`config.mk`:
```
export PLATFORM = sky130hd
export DESIGN_NAME = fdiv_ctrl_flat
export DESIGN_NICKNAME = d
export VERILOG_FILES = /design/src/rtl/fdiv_ctrl_if.sv /design/src/rtl/fdiv_ctrl.sv /design/src/flat_wrapper.sv
export SDC_FILE = /design/constraint.sdc
export NUM_CORES = 1
export LEC_CHECK = 0
export CAP_MARGIN = 20
export CORE_UTILIZATION = 50
export CTS_CLUSTER_SIZE = 8
export DETAILED_ROUTE_END_ITERATION = 12
export PLACE_DENSITY_LB_ADDON = 0.05
export SYNTH_ARGS = -nofsm -noshare
export SYNTH_HDL_FRONTEND = slang
export SYNTH_SLANG_ARGS = --single-unit
```
`constraint.sdc`:
```
create_clock -name clk -period 4.2 [get_ports clk]
set_clock_uncertainty 0.15 [all_clocks]
set_input_delay 0.63 -clock clk [delete_from_list [all_inputs] [get_ports clk]]
set_output_delay 0.63 -clock clk [all_outputs]
set_load 0.02 [all_outputs]
```
`src/rtl/fdiv_ctrl_if.sv`:
```
// Ratio reconfiguration handshake between the config requester and fdiv_ctrl.
// The requester holds cfg_valid/cfg_n until cfg_ready is seen high at a posedge.
interface fdiv_ctrl_if #(
  parameter int W = 8
);
  logic         cfg_valid;
  logic [W-1:0] cfg_n;
  logic         cfg_ready;
  logic         err;

  modport master (output cfg_valid, cfg_n, input cfg_ready, err);
  modport slave  (input cfg_valid, cfg_n, output cfg_ready, err);
endinterface

```
`src/rtl/fdiv_ctrl.sv`:
```
// 50%-duty integer clock divider with clean run/stop and runt-free ratio updates.
// New ratios are staged in a shadow register and loaded only at a period boundary.
//
// state | meaning
// IDLE  | output parked low, counter held at 0, pending ratio loads on next posedge
// RUN   | producing periods, counting m = 0..cur_n-1
// DRAIN | en dropped; finish the current period, then return to IDLE
module fdiv_ctrl #(
  parameter int W     = 8,
  parameter int N_DEF = 9
) (
  input  logic         clk,
  input  logic         rst,
  input  logic         en,
  fdiv_ctrl_if.slave   cfg,
  output logic         q,
  output logic         tick,
  output logic         busy,
  output logic [W-1:0] cur_n
);

  typedef enum logic [1:0] {IDLE, RUN, DRAIN} state_t;

  state_t       state, state_nx;
  logic [W-1:0] m, m_nx, n_nx, shadow;
  logic         pend, clk1, clk1_nx, clk2, err_r;
  logic         boundary, apply, accept;

  assign accept = cfg.cfg_valid && !pend;

  always_comb begin
    state_nx = state;
    m_nx     = m;
    n_nx     = cur_n;
    boundary = (state != IDLE) && (m == cur_n - W'(1));
    // pend is registered, so a ratio never applies on its own accept edge
    apply    = pend && ((state == IDLE) || boundary);
    if (apply) n_nx = shadow;
    case (state)
      IDLE: begin
        m_nx = '0;
        if (en) state_nx = RUN;
      end
      RUN, DRAIN: begin
        m_nx = boundary ? '0 : m + W'(1);
        if (en)            state_nx = RUN;
        else if (boundary) state_nx = IDLE;
        else               state_nx = DRAIN;
      end
      default: begin
        state_nx = IDLE;
        m_nx     = '0;
      end
    endcase
    clk1_nx = (state_nx != IDLE) && (m_nx < (n_nx >> 1));
  end

  always_ff @(posedge clk or negedge rst) begin
    if (!rst) begin
      state  <= IDLE;
      m      <= '0;
      cur_n  <= W'(N_DEF);
      shadow <= W'(N_DEF);
      pend   <= 1'b0;
      clk1   <= 1'b0;
      err_r  <= 1'b0;
    end else begin
      state <= state_nx;
      m     <= m_nx;
      cur_n <= n_nx;
      clk1  <= clk1_nx;
      err_r <= accept && (cfg.cfg_n < W'(2));
      if (apply) begin
        pend <= 1'b0;
      end else if (accept && (cfg.cfg_n >= W'(2))) begin
        shadow <= cfg.cfg_n;
        pend   <= 1'b1;
      end
    end
  end

  // Half-cycle extension of the high phase for odd ratios
  always_ff @(negedge clk or negedge rst) begin
    if (!rst) clk2 <= 1'b0;
    else      clk2 <= clk1 & cur_n[0];
  end

  assign q             = clk1 | clk2;
  assign tick          = (state != IDLE) && (m == '0);
  assign busy          = (state != IDLE);
  assign cfg.cfg_ready = !pend;
  assign cfg.err       = err_r;

endmodule

```
`src/flat_wrapper.sv`:
```
// flat-port wrapper written by rule: the top's interface ports become plain ports
module fdiv_ctrl_flat 
#(
  parameter int W     = 8,
  parameter int N_DEF = 9
)
  (clk, rst, en, q, tick, busy, cur_n, cfg_cfg_valid, cfg_cfg_n, cfg_cfg_ready, cfg_err);
  fdiv_ctrl_if #(.W(W)) cfg_i ();
  input  logic clk;
  input  logic rst;
  input  logic en;
  output logic q;
  output logic tick;
  output logic busy;
  output logic [W-1:0] cur_n;
  input wire logic [$bits(cfg_i.cfg_valid)-1:0] cfg_cfg_valid;
  input wire logic [$bits(cfg_i.cfg_n)-1:0] cfg_cfg_n;
  output wire logic [$bits(cfg_i.cfg_ready)-1:0] cfg_cfg_ready;
  output wire logic [$bits(cfg_i.err)-1:0] cfg_err;
  assign cfg_i.cfg_valid = cfg_cfg_valid;
  assign cfg_i.cfg_n = cfg_cfg_n;
  assign cfg_cfg_ready = cfg_i.cfg_ready;
  assign cfg_err = cfg_i.err;
  fdiv_ctrl #(.W(W), .N_DEF(N_DEF)) u_core (.clk(clk), .rst(rst), .en(en), .cfg(cfg_i), .q(q), .tick(tick), .busy(busy), .cur_n(cur_n));
endmodule
```
Signal wires on met2:
Bar = 20 µm.
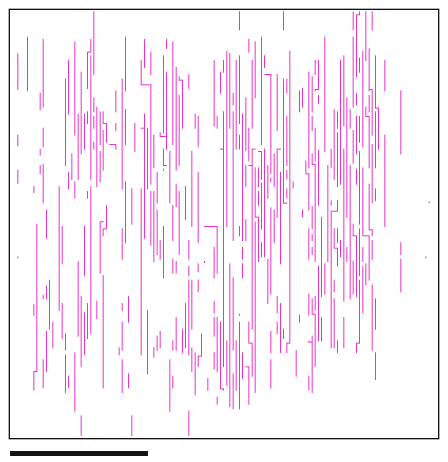
nets with wire on the layer: 191
wire length on this layer: 2010 µm
main direction: vertical
share of all routed wire: 51%
grt met2 use: 39.7%
Vias: 1393
final wirelength: 3970 µm

Sequential cells grouped by signal name:
Other sequential cells in the stronger gray, the rest of the logic in the fainter gray.
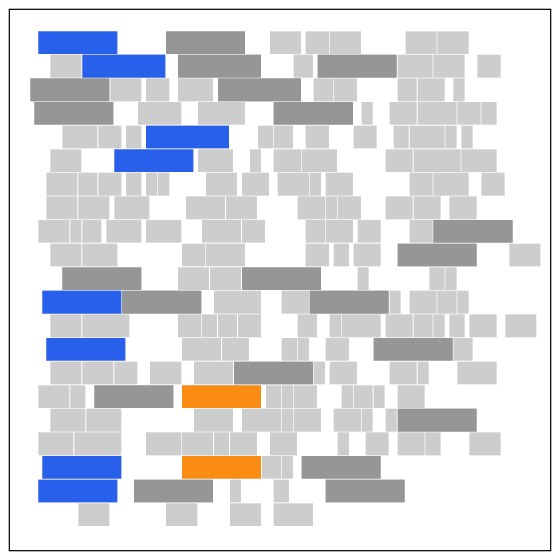
| color | name in the netlist | sequential cells |
|---|---|---|
| blue | `u_core.shadow` | 8 |
| orange | `u_core.state` | 2 |
register area: 756 µm²
Layout Utilization: 63.8%
Seq/total area: 34.7%

==> flow_summary.json <==
{
  "min_to": "u_core.shadow[3]",
  "crit_cells": 2,
  "finalHoldViolCount": 0,
  "numCtsBuffers": 5,
  "ys_sh_aoi_pct": 10.3,
  "drive_above_1_share_pct": 20.7,
  "top_cell": "dfrtp_1",
  "status": "finished clean",
  "critPathSlowestCell": "dfrtn_1",
  "netSwitchingPower_w": 0.000715,
  "clkPwrFrac_pct": 11.0,
  "detailed_place.area_mm2": 0.00210,
  "synth.largest_area_cell": "dfrtp_1",
  "clk_latency_ns": 0.33,
  "synthXorXnorAreaFrac_pct": 6.28,
  "syn-num-nets": 192,
  "synth-simple-area-share_pct": 17.3,
  "ys_cells": 169,
  "r2r_end": "u_core.clk1",
  "signal_buffers": 27,
  "max-slew-margin-rel_pct": 70.4,
  "holdWs_ns": 0.364,
  "power_frac_comb_pct": 54.4,
  "pg_comb_w": 0.000911,
  "netlist_instances": 169,
  "combGateArea_mm2": 0.00100,
  "wl_met1_um": 1700,
  "power_density_mw_per_mm2": 769,
  "fin_area_mm2": 0.00218,
  "p_total_w": 0.00168,
  "die.size.y_um": 62.2,
  "cts_sinks": 30,
  "fp_util_pct": 53.1,
  "peakVddDrop_mv": 0.332,
  "endpoint": "q",
  "edf_count": 0,
  "swShare_pct": 42.6,
  "htreeDepth": 2,
  "ys_sh_mux_pct": 12.6,
  "ys_chip_area_mm2": 0.00181,
  "hold_path.class": "register to register",
  "row_count": 21,
  "highest_layer": "met4",
  "coreArea_mm2": 0.00342
}
Port wiring:
Bar = 20 µm.
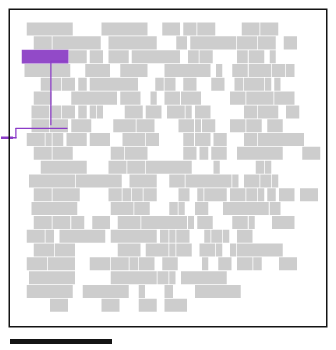
| color | port | bits | direction | edge | end cells | buffers | wire |
|---|---|---|---|---|---|---|---|
| purple | `cfg_err` | 1 | output | left | 1 | 1 | 28.5 µm |

Placement view:
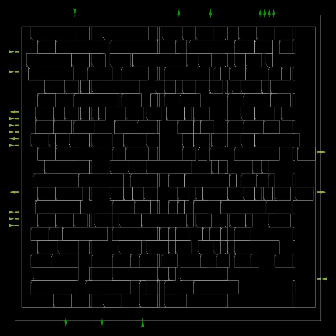
# Taps: 46
Layout Cells excl Fill: 244
fill count: 294

